[config.mk]
export PLATFORM = sky130hd
export DESIGN_NAME = mem_stage
export DESIGN_NICKNAME = d
export VERILOG_FILES = /design/src/rtl/riscv8_pkg.sv /design/src/rtl/dmem_handshake.sv /design/src/rtl/mem_stage.sv
export SDC_FILE = /design/constraint.sdc
export NUM_CORES = 1
export LEC_CHECK = 0
export ABC_AREA = 0
export CELL_PAD_IN_SITES_DETAIL_PLACEMENT = 0
export CELL_PAD_IN_SITES_GLOBAL_PLACEMENT = 2
export CORE_ASPECT_RATIO = 1.2
export CORE_MARGIN = 2
export CORE_UTILIZATION = 29
export DETAILED_ROUTE_END_ITERATION = 10
export PLACE_DENSITY_LB_ADDON = 0.05
export SYNTH_ARGS = -nofsm -noshare
export SYNTH_HDL_FRONTEND = slang
export SYNTH_SLANG_ARGS = --single-unit
export TNS_END_PERCENT = 100
[constraint.sdc]
create_clock -name clk -period 4.6 [get_ports clk]
set_input_delay 0.92 -clock clk [delete_from_list [all_inputs] [get_ports clk]]
set_output_delay 0.92 -clock clk [all_outputs]
set_load 0.1 [all_outputs]
[src/rtl/riscv8_pkg.sv]
// Shared types for the 8-bit RISC pipeline: data/register widths,
// memory-stage FSM states and the EX/MEM pipeline register layout.
package riscv8_pkg;
  localparam int DATA_W = 8;
  localparam int REG_W  = 5;

  typedef enum logic {IDLE = 1'b0, ACCESS = 1'b1} mem_state_e;

  typedef struct packed {
    logic [DATA_W-1:0] alu_result;
    logic [DATA_W-1:0] store_data;
    logic [REG_W-1:0]  rd;
    logic              reg_write;
    logic              mem_read;
    logic              mem_to_reg;
    logic              mem_write;
  } ex_mem_t;
endpackage

[src/rtl/dmem_handshake.sv]
// Data-memory request/ack FSM with a bounded wait; a timeout abandons the
// access and latches a sticky error.
module dmem_handshake
  import riscv8_pkg::*;
#(
  parameter int TIMEOUT = 16
) (
  input  logic       clk,
  input  logic       rst_n,
  input  logic       start,
  input  logic       ack,
  output mem_state_e state,
  output logic       done,
  output logic       timed_out,
  output logic       mem_error
);
  localparam int CW = $clog2(TIMEOUT + 1);

  mem_state_e    state_nxt;
  logic [CW-1:0] cnt, cnt_nxt;

  always_ff @(posedge clk or negedge rst_n) begin
    if (!rst_n) begin
      state     <= IDLE;
      cnt       <= '0;
      mem_error <= 1'b0;
    end else begin
      state     <= state_nxt;
      cnt       <= cnt_nxt;
      mem_error <= mem_error | timed_out;
    end
  end

  // cnt holds the number of ACCESS cycles already spent before this one
  always_comb begin
    state_nxt = state;
    cnt_nxt   = cnt;
    done      = 1'b0;
    timed_out = 1'b0;
    case (state)
      IDLE: begin
        if (start) begin
          state_nxt = ACCESS;
          cnt_nxt   = '0;
        end
      end
      ACCESS: begin
        if (ack) begin
          done      = 1'b1;
          state_nxt = IDLE;
          cnt_nxt   = '0;
        end else if (cnt == CW'(TIMEOUT - 1)) begin
          timed_out = 1'b1;
          state_nxt = IDLE;
          cnt_nxt   = '0;
        end else begin
          cnt_nxt = cnt + 1'b1;
        end
      end
      default: state_nxt = IDLE;
    endcase
  end
endmodule

[src/rtl/mem_stage.sv]
// Pipeline memory stage: latches the execute result, runs data-memory
// accesses through dmem_handshake, and produces writeback and branch redirect.
module mem_stage
  import riscv8_pkg::*;
#(
  parameter int PC_SIZE = 32,
  parameter int TIMEOUT = 16
) (
  input  logic              clk,
  input  logic              rst_n,
  input  logic              in_valid,
  output logic              in_ready,
  input  logic [PC_SIZE-1:0] PC_jump,
  input  logic              zero,
  input  logic [DATA_W-1:0] ALU_result,
  input  logic [DATA_W-1:0] store_data,
  input  logic [REG_W-1:0]  rd,
  input  logic              reg_write_in,
  input  logic              branch_in,
  input  logic              mem_read_in,
  input  logic              mem_to_reg_in,
  input  logic              mem_write_in,
  output logic              dmem_req,
  output logic              dmem_we,
  output logic [DATA_W-1:0] dmem_addr,
  output logic [DATA_W-1:0] dmem_wdata,
  input  logic              dmem_ack,
  input  logic [DATA_W-1:0] dmem_rdata,
  output logic              pc_src,
  output logic [PC_SIZE-1:0] PC_target,
  output logic              wb_valid,
  output logic              wb_reg_write,
  output logic [REG_W-1:0]  wb_rd,
  output logic [DATA_W-1:0] wb_data,
  output logic              mem_error
);
  ex_mem_t    op;
  mem_state_e state;
  logic       accept, is_mem, alu_only, done, timed_out, load_wb;

  assign in_ready = (state == IDLE);
  assign accept   = in_valid & in_ready;
  assign is_mem   = mem_read_in | mem_write_in;
  assign alu_only = accept & ~is_mem;
  // a write wins over a simultaneous read, so only pure loads return memory data
  assign load_wb  = op.mem_read & ~op.mem_write & op.mem_to_reg;

  dmem_handshake #(.TIMEOUT(TIMEOUT)) u_hs (
    .clk       (clk),
    .rst_n     (rst_n),
    .start     (accept & is_mem),
    .ack       (dmem_ack),
    .state     (state),
    .done      (done),
    .timed_out (timed_out),
    .mem_error (mem_error)
  );

  always_ff @(posedge clk or negedge rst_n) begin
    if (!rst_n) begin
      op           <= '0;
      PC_target    <= '0;
      pc_src       <= 1'b0;
      wb_valid     <= 1'b0;
      wb_reg_write <= 1'b0;
      wb_data      <= '0;
    end else begin
      if (accept) begin
        op        <= '{alu_result: ALU_result, store_data: store_data, rd: rd,
                       reg_write: reg_write_in, mem_read: mem_read_in,
                       mem_to_reg: mem_to_reg_in, mem_write: mem_write_in};
        PC_target <= PC_jump;
      end
      pc_src   <= accept & branch_in & zero;
      wb_valid <= alu_only | done | timed_out;
      if (alu_only) begin
        wb_reg_write <= reg_write_in;
        wb_data      <= ALU_result;
      end else if (done) begin
        wb_reg_write <= op.reg_write;
        wb_data      <= load_wb ? dmem_rdata : op.alu_result;
      end else if (timed_out) begin
        wb_reg_write <= 1'b0;
        wb_data      <= op.alu_result;
      end
    end
  end

  assign wb_rd      = op.rd;
  assign dmem_req   = (state == ACCESS);
  assign dmem_we    = dmem_req & op.mem_write;
  assign dmem_addr  = op.alu_result;
  assign dmem_wdata = op.store_data;
endmodule

==> run_1/sizing.png <==
Bar = 20 um.
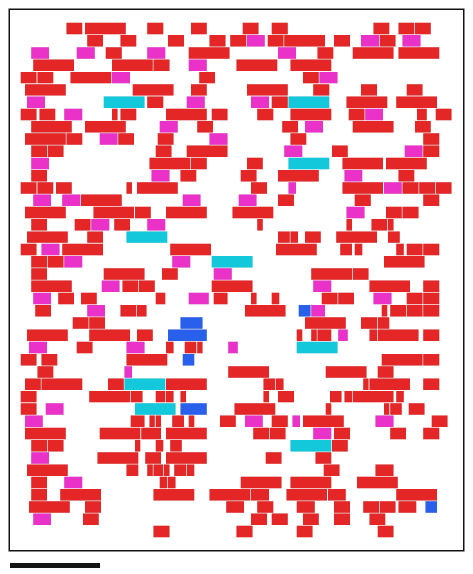
legend:
  x3 and x4:
    colour: blue
    cells: 6
    share: 1.7%
    most_used: buf_4
  x6 and larger:
    colour: cyan
    cells: 9
    share: 2.5%
    most_used: clkbuf_16
  x1 and smaller:
    colour: red
    cells: 284
    share: 80%
    most_used: clkdlybuf4s50_1
  x2:
    colour: magenta
    cells: 58
    share: 16%
    most_used: mux2_2

==> run_1/class_map.png <==
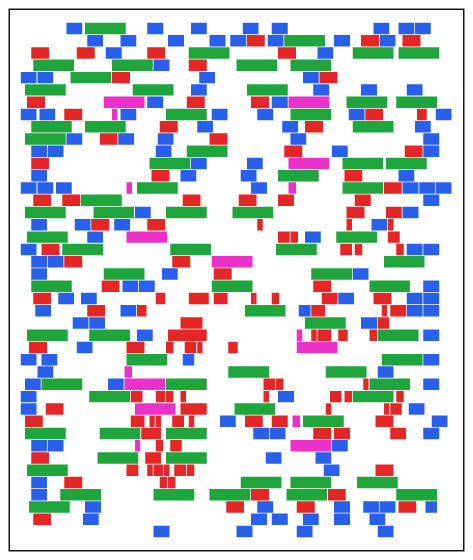
legend:
  registers:
    colour: green
    cells: 75
    share_of_their_area: 40%
  clock drivers and dummy loads:
    colour: magenta
    cells: 16
    share_of_their_area: 5.5%
  remaining buffers and delay cells:
    colour: blue
    cells: 140
    share_of_their_area: 30%
  remaining logic cells:
    colour: red
    cells: 126
    share_of_their_area: 24%

==> git commit body, run 1 <==
Add synthesis and place-and-route results

- Across the placement rows, the number of tap cells is 132.
* Post-synthesis instance area: 3236 um^2
- Total number of clock tree sinks: 75
- The run finished with clean final reports.
- Count of hold buffers inserted by post-cts repair: 0
- Slack of the worst reg-to-reg path: 2.63 ns
- Total number of vias: 2,235
* Clock input transition at the sequential cells of the worst setup and hold paths: 0.05 ns
- Worst slew pin tran: 1.015 ns
- Hold path depth: 1
- Looking at the clock tree report, the root buffer type is sky130_fd_sc_hd__clkbuf_16.
- The script logs the mean routed wire length per placed instance as 15.61 um.
* Area growth, synth to finish: 48.72%
* Fraction of layout cells with a size suffix above 1: 0.2045
* Combinational cell power: 1540 uW
* FF+latch area: 1877 um^2
* Area fraction in full adders, half adders and majority gates: 0.003867
- The H-tree was split into 3 levels.
* Global-route wire length before repair: 12.16 mm
- In this run, placement finished with an instance count of 473.
* Clock Power Share: 0.203
* Clock tree from TritonCTS: done
- The script computed the net switching share of total power as 0.4876.
- Number of combinational gates with multiple inputs: 124
- Post-route DRC violation count: 0
==> run_1/clock_wires.png <==
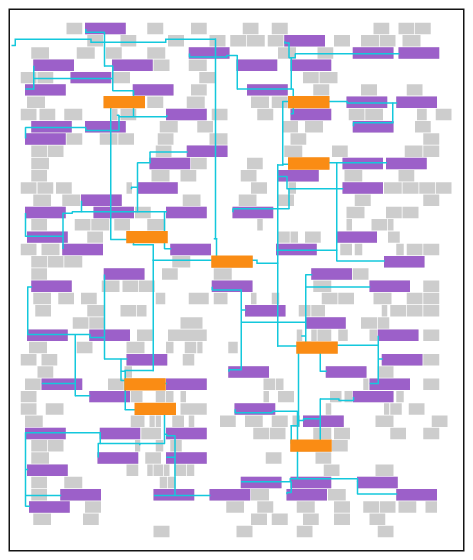
legend:
  clock-net drivers:
    colour: orange
    count: 9
  clock wires:
    colour: cyan
    length: 1,070 um
  flip-flops:
    colour: purple
    count: 75
routed clock nets: 10

==> run_1/clock_nets.png <==
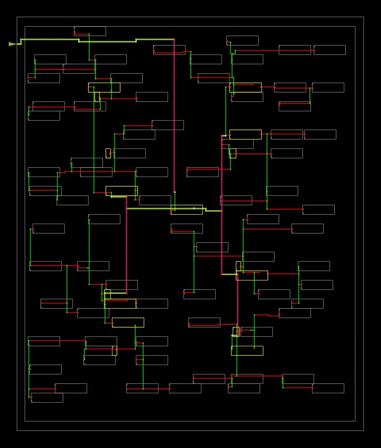
sequential cell count: 75
number of clock buffers in the layout: 13

[run 1: worst max-delay path by stage]
stage / from / to / cells after the start
4_1_cts: u_hs.state / dmem_we / 2
2_1_floorplan: u_hs.state / dmem_we / 2
5_1_grt: u_hs.state / dmem_we / 2
6_report: u_hs.state / dmem_we / 2
3_3_place_gp: u_hs.state / dmem_we / 2
3_5_place_dp: u_hs.state / dmem_we / 2
[run 1: registers in the layout (all words and copies together), names as in the netlist, 4 cells and up]
name,count
PC_target,32
dmem_addr,8
dmem_wdata,8
wb_data,8
u_hs.cnt,5
wb_rd,5
op,4
[run 1: layer usage]
layer,global-route usage,routed length [um],part of all wire
met1,0.1686,3255,0.43
met2,0.2005,3582,0.47
met3,0.05591,668,0.087
met4,0.05908,129,0.017
met5,0,0,0
## Run 2: what changed since run 1
- CORE_UTILIZATION: 29 -> 27
- clock period: 4.6 -> 3.4 ns (I/O delays scaled with it)
==> run_2/class_map.png <==
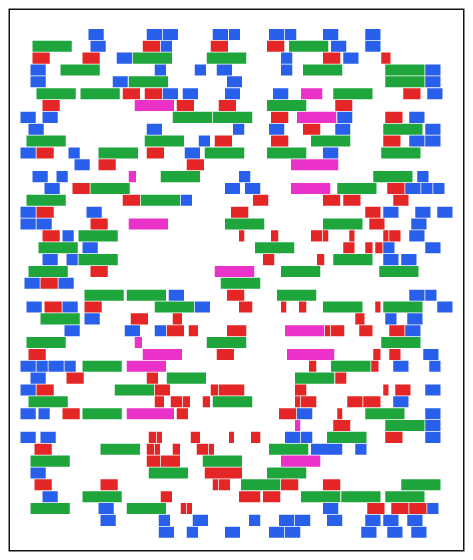
legend:
  clock drivers and dummy loads:
    colour: magenta
    cells: 16
    share_of_their_area: 7.4%
  registers:
    colour: green
    cells: 75
    share_of_their_area: 40%
  remaining buffers and delay cells:
    colour: blue
    cells: 139
    share_of_their_area: 28%
  remaining logic cells:
    colour: red
    cells: 126
    share_of_their_area: 24%

==> run_2/clock_nets.png <==
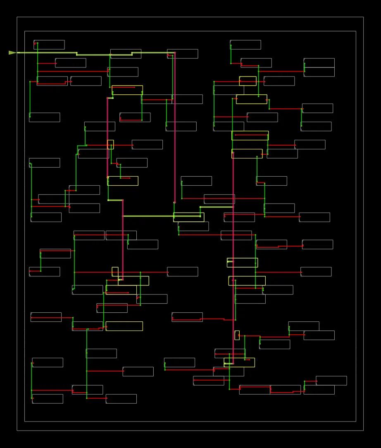
clock latency on the worst-skew pair: 0.33 ns
CTS buffer count: 9
Worst Skew: 0.004316 ns
power in the clock group: 1100 uW
total number of clock tree sinks: 75

==> git commit body, run 2 <==
Add synthesis and place-and-route results

- The global-route wire length before repair came to 12.31 mm (+1.3%).
- Flip-flop count of the largest register, all copies and words added: 32 (unchanged)
- TritonCTS built the clock tree.
- Outcome: finished, final reports clean
- Count of non-filler cells in the finished layout: 513
* Average detailed-routed wire length per instance: 15.10 um (-3.3%)
* Hold path depth: 1 (unchanged)
- Hold analysis lists the worst path endpoint as u_hs.mem_error.
* Count of hold buffers inserted by post-cts repair: 0 (unchanged)
- Worst setup path endpoint: dmem_addr[0]
- Per the CTS log, the root buffer master is sky130_fd_sc_hd__clkbuf_16.
* Maximum fanout count along the critical path: 3
- Compared with the post-synthesis result, the final layout area differs by 50.15%.
- In the synthesis report, Yosys lists the chip area as 3236 um^2.
- The cell area after synthesis is 3236 um^2 (unchanged).
* Clock Power Share: 0.253 (+0.050)
- Maximum level of the CTS H-tree: 3 (unchanged)
- Fraction of layout cells with a size suffix above 1: 0.2978 (+0.09327)
- The slew at the pin closest to its max-slew limit came to 0.9886 ns (-0.02593 ns).
* Top register by number of flip-flops: PC_target
* Slack of the worst reg-to-reg path: 1.55 ns (-1.08 ns)
- Summed over all routing layers, the global router reports a total usage of 0.1247.
* Number of gates on the worst path with buffers counted: 1 (-1)
- The area share of fa/ha/maj cells after synthesis is 0.003867 (unchanged).
- Looking at the gate-level netlist, the highest instance count belongs to sky130_fd_sc_hd__dfrtp_1.
- The combinational group power came to 2050 uW (+33%).
- The switching portion of total power came to 0.4665 (-0.02109).
- Number of setup buffers added after CTS: 0
- The routed via count was 2,225 (-0.45%).
- For this run, the share of the core covered by cells in the final layout is 0.4181.
- Critical path launch point: dmem_addr[0]
* Placed cell count: 497 (+5.1%)
- In this run, the synthesized area fraction spent on AND-OR/OR-AND gates is recorded as 0.05336.
- The clock slew at the register clock pins of the worst setup and hold paths was 0.06 ns (about the same).
==> run 2: routing by layer <==
metal / vias up / wire length [um] / GRT usage
li1: 1032 / - / -
met1: 1096 / 3478 / 0.1575
met2: 86 / 3566 / 0.1896
met3: 11 / 545 / 0.04186
met4: 0 / 155 / 0.06841
met5: - / 0 / 0
==> run 2: cell type report <==
cell class | instances | area (um^2) | area share
Multi-Input combinational cell | 124 | 1114 | 0.2292
Inverter | 2 | 7.507 | 0.001545
Timing Repair Buffer | 139 | 1321 | 0.2720
Clock buffer | 11 | 242.7 | 0.04996
Sequential cell | 75 | 1877 | 0.3863
Tap cell | 157 | 196.4 | 0.04043
Clock inverter | 5 | 100.1 | 0.02060
## Run 3: what changed since run 2
- CORE_UTILIZATION: 27 -> 24
- clock period: 3.4 -> 2.3 ns (I/O delays scaled with it)
==> run_3/clock_wires.png <==
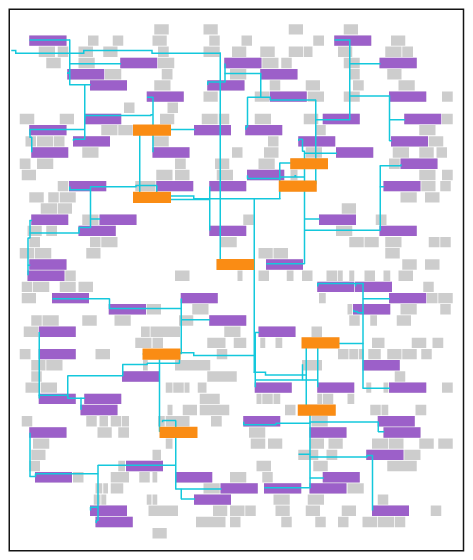
legend:
  flip-flops:
    colour: purple
    count: 75
  clock-net drivers:
    colour: orange
    count: 9
  clock wires:
    colour: cyan
    length: 1,180 um
routed clock nets: 10
flops lie: spread over the die

==> run_3/sizing.png <==
Bar = 20 um.
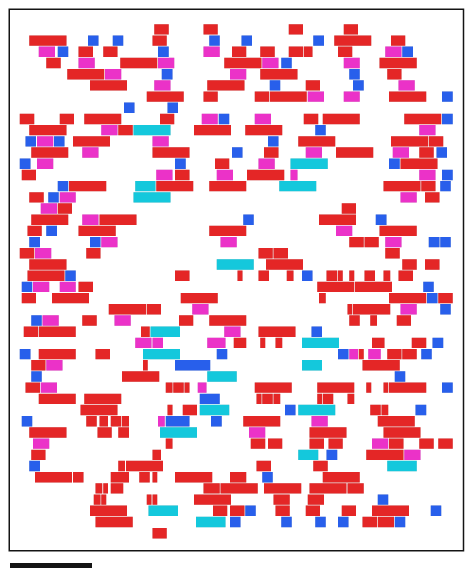
legend:
  x3 and x4:
    colour: blue
    cells: 72
    share: 20%
    most_used: buf_4
  x1 and smaller:
    colour: red
    cells: 212
    share: 59%
    most_used: dfrtp_1
  x6 and larger:
    colour: cyan
    cells: 18
    share: 5.0%
    most_used: clkbuf_16
  x2:
    colour: magenta
    cells: 58
    share: 16%
    most_used: mux2_2

==> git commit body, run 3 <==
Add synthesis and place-and-route results

* Count of hold buffers inserted by post-cts repair: 0 (unchanged)
* Clock input transition at the sequential cells of the worst setup and hold paths: 0.06 ns (about the same)
* Yosys Chip Area: 3236 um^2 (unchanged)
- The flow ran to the end, and the final reports show no timing, DRC or antenna violations.
- Met3 usage in global routing: 0.04464 (+0.002780)
* Multi-input combinational cell area: 1115 um^2 (+0.11%)
- The worst setup skew after layout is 0.004005 ns (-0.0003112 ns).
- FF+latch area: 1877 um^2 (unchanged)
- Fraction of layout cells with a size suffix above 1: 0.4111 (+0.1134)
* Maximum fanout count along the critical path: 10 (+7)
- The number of buffers inserted by post-CTS setup repair was 0 (unchanged).
- The clock buffer count from CTS was 9 (unchanged).
- Area fraction in full adders, half adders and majority gates: 0.003867 (unchanged)
- The routed wire length per instance is 15.33 um (+1.5%).
- The routed via count is 2,234 (+0.40%).
- Worst setup path endpoint: dmem_we
- The cell area after synthesis is 3236 um^2 (unchanged).
- The count of non-filler cells in the finished layout was 528 (+2.9%).
* AND-OR/OR-AND Cells, Area Fraction: 0.05336 (unchanged)
- Combinational cell power: 3020 uW (+47%)
- Busiest layer in global routing: met2
- The slew at the pin closest to its max-slew limit came to 0.5742 ns (-0.4144 ns).
- The utilization of the core after routing came to 0.3656 (-0.05249).
- The instance count after placement with tap cells included was 513 (+3.2%).
- Clock tree from TritonCTS: done
- Fraction of met2 tracks used by global routing: 0.1854 (-0.004144)
- Slack of the worst reg-to-reg path: 0.60 ns (-0.95 ns)
* Cell with the most instances after synthesis: sky130_fd_sc_hd__dfrtp_1
* Top register by number of flip-flops: PC_target
* Fraction of power spent switching nets: 0.4884 (+0.02191)
- The clock net sink count came to 75 (unchanged).
- Maximum level of the CTS H-tree: 3 (unchanged)
- The source-to-sink clock delay at the later pin of the worst-skew pair is 0.33 ns (about the same).
- Flip-flop count of the largest register, all copies and words added: 32 (unchanged)
[run 3: layout make-up]
type,instances,share of cell area
well taps,168,0.04363
inverters,2,0.001558
repair buffers,144,0.2758
multi-input cells,124,0.2314
clock buffers,13,0.05609
flip-flops and latches,75,0.3895
clock inverters,2,0.002077
[run 3: how the worst min path moves through the flow]
stage | end | from
2_1_floorplan | PC_target[0] | rst_n
3_3_place_gp | PC_target[0] | rst_n
3_5_place_dp | PC_target[0] | rst_n
4_1_cts | PC_target[0] | rst_n
5_1_grt | PC_target[0] | rst_n
6_report | PC_target[0] | rst_n
[run 3: per-layer routing]
layer | wire length (um) | up-vias
met5 | 0 | -
met4 | 112 | 0
met3 | 737 | 8
met2 | 3907 | 79
met1 | 3334 | 1092
li1 | - | 1055

## Gallery

Sequential cells coloured by netlist name.
Bar = 20 um.
picture 1
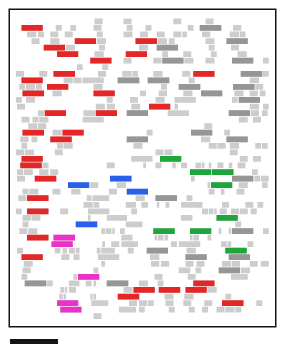
picture 2
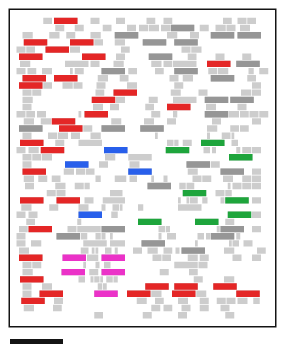
- largest die: picture 1
picture 1: run 3
picture 2: run 1

Key to picture 2:
legend:
  `wb_data`:
    colour: green
    flops: 8
    where: east
  `op`:
    colour: blue
    flops: 4
  `u_hs.cnt`:
    colour: magenta
    flops: 5
  `PC_target`:
    colour: red
    flops: 32
not coloured: 26

No activity file was given, so power comes from the tool's default toggle rates.
